layers.png
The bar under the picture is 100 um long.
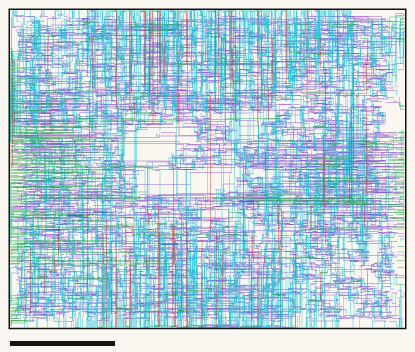
congestion_map.png
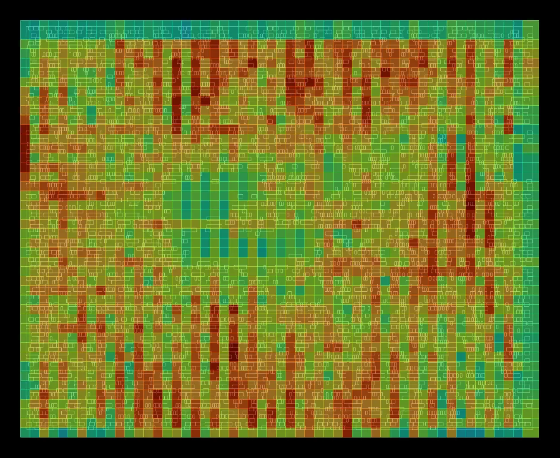
ff_map.png
The bar under the picture is 100 um long.
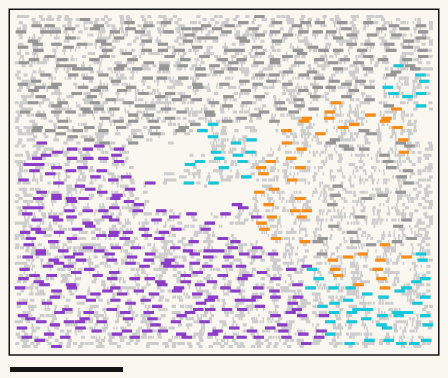
==> config.mk <==
export PLATFORM = sky130hd
export DESIGN_NAME = warp_context_ctrl
export DESIGN_NICKNAME = d
export VERILOG_FILES = /design/src/rtl/warp_context_ctrl.sv
export SDC_FILE = /design/constraint.sdc
export NUM_CORES = 2
export LEC_CHECK = 0
export ABC_AREA = 1
export CAP_MARGIN = 5
export CELL_PAD_IN_SITES_DETAIL_PLACEMENT = 0
export CELL_PAD_IN_SITES_GLOBAL_PLACEMENT = 2
export CORE_ASPECT_RATIO = 0.8
export CORE_MARGIN = 4
export CORE_UTILIZATION = 31
export DETAILED_ROUTE_END_ITERATION = 16
export HOLD_SLACK_MARGIN = 0.06
export PLACE_DENSITY_LB_ADDON = 0.1
export RECOVER_POWER = 100
export SLEW_MARGIN = 20
export SYNTH_ARGS = -nofsm -noshare
export SYNTH_HDL_FRONTEND = slang
export SYNTH_SLANG_ARGS = --single-unit
==> constraint.sdc <==
create_clock -name clk -period 44.4 [get_ports clk]
set_input_delay 4.44 -clock clk [delete_from_list [all_inputs] [get_ports clk]]
set_output_delay 4.44 -clock clk [all_outputs]
set_load 0.05 [all_outputs]
==> impl_metrics.py <==
# Metrics from the implementation run
metrics = {
    "place": {
        "place_congestion": 0.877,
        "numPortBuffers": 786,
        "dpl.hpwl_mm": 106,
    },
    "setup_path": {
        "critPathKind": "in -> async",
        "end_kind": "asynchronous set/reset pin",
        "r2r_cells": 9,
    },
    "route": {
        "drc": 0,
        "vias_per_cell": 4.95,
    },
    "sta": {
        "finalClockPeriodUsage_pct": 36.4,
        "final_max_slew_viol_count": 1997,
        "finalSetupViolCount": 0,
        "min_period_ns": 16.14,
        "worst_slew_pin_slew_ns": 8.96,
    },
    "die": {
        "die_w_um": 377,
        "io_pins": 787,
        "std_cell_rows": 108,
    },
    "synth": {
        "synth_seq_share_pct": 48.6,
        "yosys_register_bits": 657,
        "syn_nets": 4590,
    },
    "clock_tree": {
        "postCtsSetupRepairBufs": 0,
        "clk_pin_slew_worst_paths_ns": 0.06,
        "cts_buffers": 79,
        "numClockSinks": 657,
        "max-clock-path-buffers": 3,
        "htree_levels": 3,
        "clock_latency_ns": 0.66,
    },
    "global_routing": {
        "grt_pass1_wl_mm": 222,
    },
    "run_status": {
        "status": "complete, but fails checks",
        "violations": "capacitance limit, slew limit",
    },
    "job": {
        "maxCapViolations": 35,
    },
    "finish": {
        "drive_above_1_share_pct": 3.78,
    },
    "pwr": {
        "power.density_mw_per_mm2": 59.7,
        "p_leak_uw": 0.0194,
    },
}
About layers.png:
[purple] M1 | wire length: 66.5 mm
[red] M4 | wire length: 6400 um
[green] M3 | wire length: 11100 um
[cyan] M2 | wire length: 71.3 mm
[blue] M5 | wire length: 63.5 um
via count: 32100
GRT Total Usage: 26.3%
Total Wirelength: 155 mm
WL/cell: 24.0 um

About congestion_map.png:
GR peak layer: met2
GR Util met2: 41.8%
met1 Use GR: 34.3%
final core utilization: 41.3%
routing usage on met3: 7.36%

About ff_map.png:
[cyan] `age_flat` | sequential cells: 64
[orange] `cnt_q` | sequential cells: 48
[purple] `mask_flat` | sequential cells: 256
not coloured: 289
P_seq: 861 uW
storage element area: 0.0164 mm^2
sequential share of cell area: 36.7%

[logic make-up after synthesis]
logic type / count (synthesis) / synth area share (%)
and+or+nand+nor: 2282 / 27.1
AOI/OAI and AO/OA: 846 / 15.6
DFF: 657 / 48.6
xor gates and xnor gates: 19 / 0.492
buffers and inverters: 561 / 7.05
adders and majority gates: 32 / 1.18
[layer usage]
layer	vias up	part of all wire, %	GRT usage (%)
li1	15500	-	-
met2	958	46	41.8
met5	-	0.041	0
met1	15300	43	34.3
met3	236	7.1	7.36
met4	10	4.1	9.68
[power breakdown]
| part | internal [uW] | leakage [uW] | switching [uW] |
|---|---|---|---|
| Sequential | 751 | 0.00748 | 110 |
| Clock | 374 | 0.00122 | 277 |
| Combinational | 327 | 0.0107 | 833 |
| Total | 1450 | 0.0194 | 1220 |
[synthesized netlist by cell type (all sizes together)]
library cell	count	area, um^2
o2111ai	1	8.76
inv	243	912
a31oi	288	1800
nor2	811	3070
nor4	5	31.3
xor2	13	114
a21oi	273	1370
nand4	51	325
clkbuf	152	637
a211oi	1	7.51
or2	11	68.8
dfrtp	657	16400
and3	1	6.26
nand3b	8	60.1
nor3b	8	60.1
xnor2	6	52.6
o21a	228	1710
nand2	1186	4490
o31ai	1	7.51
a311oi	1	8.76
clkinv	1	3.75
a21o	3	22.5
a21boi	1	7.51
o21ai	45	315
nor3	37	185
nand3	164	866
ha	32	400
o21bai	4	33.8
buf	165	832
[worst max-delay path, cell delays in order]
cell	delay, ns
dlygate4sd3_1	0.54
clkinvlp_2	2.91
clkbuf_1	6.41
[final cells by class]
class	instances	area, um^2
clock inverter	17	158
tap	1430	1790
antenna	3	7.51
clock buffer	122	2340
sequential	657	16400
inverter	244	918
multi-input combinational	3179	15000
timing repair buffer	834	8100
fill	11100	63600
[stage by stage]
stage	worst slack, ns	instance area [um^2]	hold WS (ns)	total power, uW	instances
after floorplan	21.55	33800	0.609	1630	4397
after global placement	36.32	42500	0.510	2090	6344
after detailed placement	36.30	42500	0.516	2090	6344
after CTS	36.80	45000	0.531	2750	6483
after global routing	25.92	44800	0.549	2810	6484
final	28.26	44800	0.518	2670	6486
Power is estimated from default activity; no workload was simulated.
